<file path="src/rtl/sbox_round_sched.sv">
// DES S-box substitution sequencer: evaluates the eight S-boxes LANES at a time
// over STEPS = 8/LANES cycles and presents the assembled 32-bit pre-P word.
module sbox_round_sched #(
   parameter int LANES = 1
) (
   input  logic        clk,
   input  logic        rst_n,
   input  logic        clear,
   input  logic        in_valid,
   output logic        in_ready,
   input  logic [47:0] in_data,
   output logic        out_valid,
   input  logic        out_ready,
   output logic [31:0] out_data,
   output logic        busy
);

   localparam int STEPS  = 8 / LANES;
   localparam int STEP_W = (STEPS > 1) ? $clog2(STEPS) : 1;
   localparam logic [STEP_W-1:0] STEP_LAST = STEP_W'(STEPS - 1);

   if (LANES != 1 && LANES != 2 && LANES != 4 && LANES != 8) begin : g_lanes_check
      $error("sbox_round_sched: LANES must be 1, 2, 4 or 8");
   end

   // Row r of box b lives at index {b, r}; column c is the nibble at bits [4*(15-c) +: 4].
   localparam logic [63:0] SBOX_ROWS [32] = '{
      64'hE4D12FB83A6C5907, 64'h0F74E2D1A6CB9538, 64'h41E8D62BFC973A50, 64'hFC8249175B3EA06D,
      64'hF18E6B34972DC05A, 64'h3D47F28EC01A69B5, 64'h0E7BA4D158C6932F, 64'hD8A13F42B67C05E9,
      64'hA09E63F51DC7B428, 64'hD709346A285ECBF1, 64'hD6498F30B12C5AE7, 64'h1AD069874FE3B52C,
      64'h7DE3069A1285BC4F, 64'hD8B56F03472C1AE9, 64'hA690CB7DF13E5284, 64'h3F06A1D8945BC72E,
      64'h2C417AB6853FD0E9, 64'hEB2C47D150FA3986, 64'h421BAD78F9C5630E, 64'hB8C71E2D6F09A453,
      64'hC1AF92680D34E75B, 64'hAF427C9561DE0B38, 64'h9EF528C3704A1DB6, 64'h432C95FABE17608D,
      64'h4B2EF08D3C975A61, 64'hD0B7491AE35C2F86, 64'h14BDC37EAF680592, 64'h6BD814A7950FE23C,
      64'hD2846FB1A93E50C7, 64'h1FD8A374C56B0E92, 64'h7B419CE206ADF358, 64'h21E74A8DFC90356B
   };

   function automatic logic [3:0] sbox_lookup(input logic [2:0] box, input logic [5:0] x);
      logic [63:0] row;
      row = SBOX_ROWS[{box, x[5], x[0]}];
      return row[{~x[4:1], 2'b00} +: 4];
   endfunction

   typedef enum logic [1:0] {IDLE, RUN, DONE} state_t;

   state_t            state, state_next;
   logic [STEP_W-1:0] step, step_next;
   logic [47:0]       word_q;
   logic [31:0]       partial, partial_next;
   logic              load, finish;
   logic [5:0]        s_in  [8];
   logic [3:0]        s_out [8];

   // NOTE: every variable written in an always_comb gets a default first, so no
   // path through the block leaves a value unassigned and no latch is inferred.
   always_comb begin
      state_next = state;
      step_next  = step;
      load       = 1'b0;
      finish     = 1'b0;
      unique case (state)
         IDLE: begin
            if (in_valid) begin
               load       = 1'b1;
               step_next  = '0;
               state_next = RUN;
            end
         end
         RUN: begin
            if (step == STEP_LAST) begin
               finish     = 1'b1;
               step_next  = '0;
               state_next = DONE;
            end else begin
               step_next = step + 1'b1;
            end
         end
         DONE: begin
            if (out_ready) state_next = IDLE;
         end
         default: state_next = IDLE;
      endcase
      // clear overrides every transition, including an acceptance in IDLE.
      if (clear) begin
         state_next = IDLE;
         step_next  = '0;
         load       = 1'b0;
         finish     = 1'b0;
      end
   end

   // Only the boxes of the current step see their chunk; the rest are held at 0.
   always_comb begin
      partial_next = partial;
      for (int i = 0; i < 8; i++) begin
         s_in[i] = 6'd0;
         if (state == RUN && step == STEP_W'(i / LANES))
            s_in[i] = word_q[47-6*i -: 6];
         s_out[i] = sbox_lookup(3'(i), s_in[i]);
         if (state == RUN && step == STEP_W'(i / LANES))
            partial_next[31-4*i -: 4] = s_out[i];
      end
   end

   // NOTE: sequential state uses non-blocking assignments so every register
   // samples pre-edge values regardless of statement order.
   always_ff @(posedge clk or negedge rst_n) begin
      if (!rst_n) begin
         state    <= IDLE;
         step     <= '0;
         word_q   <= '0;
         partial  <= '0;
         out_data <= '0;
      end else begin
         state <= state_next;
         step  <= step_next;
         if (load) begin
            word_q  <= in_data;
            partial <= '0;
         end else if (state == RUN) begin
            partial <= partial_next;
         end
         if (finish) out_data <= partial_next;
      end
   end

   assign in_ready  = (state == IDLE);
   assign out_valid = (state == DONE);
   assign busy      = (state != IDLE);

endmodule

</file>
<file path="config.mk">
export PLATFORM = sky130hd
export DESIGN_NAME = sbox_round_sched
export DESIGN_NICKNAME = d
export VERILOG_FILES = /design/src/rtl/sbox_round_sched.sv
export SDC_FILE = /design/constraint.sdc
export NUM_CORES = 1
export LEC_CHECK = 0
export CELL_PAD_IN_SITES_DETAIL_PLACEMENT = 1
export CELL_PAD_IN_SITES_GLOBAL_PLACEMENT = 2
export CORE_ASPECT_RATIO = 0.5
export CORE_UTILIZATION = 35
export DETAILED_ROUTE_END_ITERATION = 10
export HOLD_SLACK_MARGIN = 0.06
export MAX_ROUTING_LAYER = met4
export PLACE_DENSITY_LB_ADDON = 0.1
export RECOVER_POWER = 25
export REMOVE_ABC_BUFFERS = 1
export SLEW_MARGIN = 30
export SYNTH_ARGS = -nofsm -noshare
export SYNTH_HDL_FRONTEND = slang
export SYNTH_SLANG_ARGS = --single-unit
</file>
<file path="constraint.sdc">
create_clock -name clk -period 3.45 [get_ports clk]
set_input_delay 0.8625 -clock clk [delete_from_list [all_inputs] [get_ports clk]]
set_output_delay 0.8625 -clock clk [all_outputs]
set_load 0.005 [all_outputs]
</file>
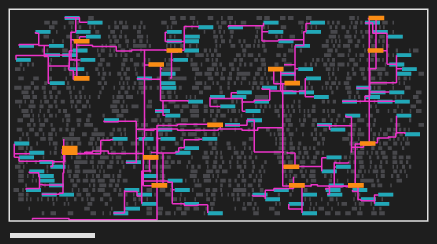
*Clock wires, drivers and flops*
Scale bar: 50 um.
clock wires: marked magenta, length 2250 um. cells driving clock nets: marked orange, count 17. flip-flops: marked cyan, count 116.
There are 18 routed clock nets.
final setup skew: 0.0109 ns
clock power share: 36.8%
clk latency late pin: 0.45 ns

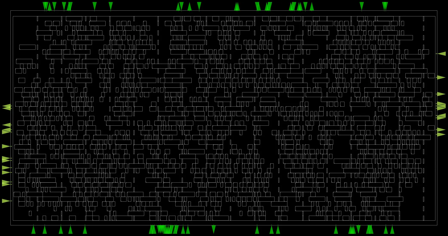
*Placement view*
Cell Count, Final, Fillers Out: 1751
Core Footprint: 28200 sq um
Filler Cells Inserted: 3460
Tapcells: 382

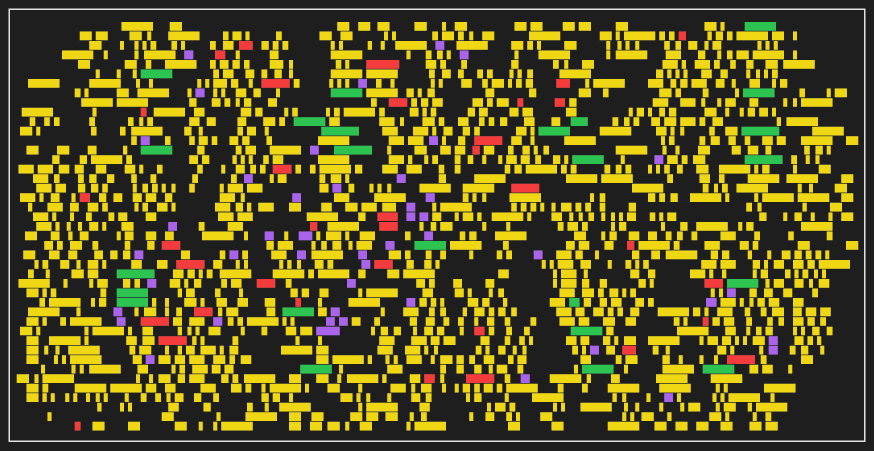
*Cells by drive strength*
drive 1 or less: marked yellow, cells 1264. drive 3 to 4: marked purple, cells 46. drive 2: marked red, cells 35. drive 6 and up: marked green, cells 24.

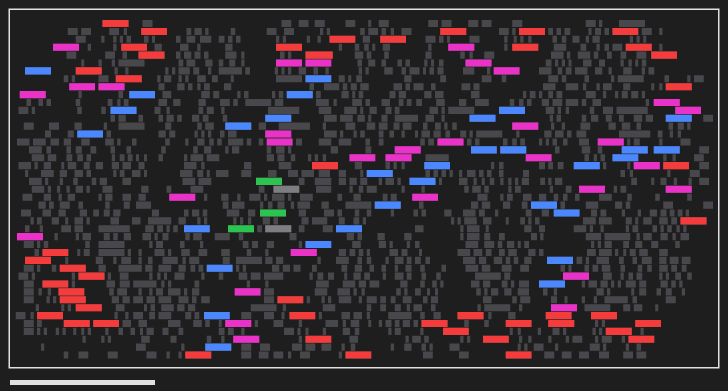
*Register map, names as in the netlist*
Scale bar: 50 um. Other sequential cells in the stronger gray, the rest of the logic in the fainter gray.
partial: marked blue, flops 31. out_data: marked magenta, flops 32, where widely spread. word_q: marked red, flops 48, where widely spread. step: marked green, flops 3.
Another 2 sequential cells are not colored.

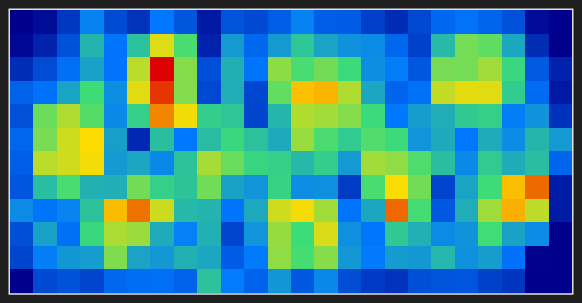
*Wiring heat map*
The die is cut into 24 by 12 equal tiles; dark blue is low, red is high, scaled to the fullest tile. Values are wire area over tile area, all layers added.
The mean over all tiles is 0.17. 26% of the tiles are over half the peak. 3.5% of the tiles are nearly empty. The fullest tile reaches 0.47.
vias: 9990
drt wl/cell: 19.2 um
wirelength, routed: 33.6 mm
GRT Overall Usage: 24.1%

==> flow_metrics.env <==
# flow metrics
export IMPL_logic_gates=1043
export IMPL_synthArstFlopShare_pct=100
export IMPL_non_clock_buffer_count=128
export IMPL_hold_buffers=0
export IMPL_grt_pass1_wl_mm=55.7
export IMPL_die_area_sq_um=30000
export IMPL_dieWidth_um=244
export IMPL_numSynthFlops=116
export IMPL_warnings=82
export IMPL_maxCapViolCount=0
export IMPL_placed_area_sq_um=11400
export IMPL_ys_sh_aoi_pct=24.9
export IMPL_cp_required_ns=3.82
export IMPL_fin_crit_ns=3.18
export IMPL_grt_pass1_vias=10303
export IMPL_cp_arrival_ns=3.55
export IMPL_ff_type="dfrtp_1"
export IMPL_top_usage_layer="met2"
export IMPL_outcome="complete, no violations"
export IMPL_cts_tree="yes"
export IMPL_p_seq_share_pct=35.6
export IMPL_final_layout_top_logic_cells="223 x nand2_1, 115 x dfrtp_1, 101 x nor2_1, 101 x o21ai_0, 86 x clkdlybuf4s50_1"
export IMPL_path_class="reg -> reg"
export IMPL_cts_htree_levels=4
export IMPL_drive_above_1_share_pct=7.67
export IMPL_hold_path_depth=2
export IMPL_intPower_mw=3.49
export IMPL_path_cells="inv_1, ha_1, and4b_1, and2_1, inv_1, ha_1, nand2_1, and2_1, mux4_2, o32ai_1, a221oi_1, o21ai_0"
export IMPL_end_kind="register"
export IMPL_clkCellAreaFrac_pct=5.40
Power figures rest on the tool's default switching activity, not on a simulated workload.
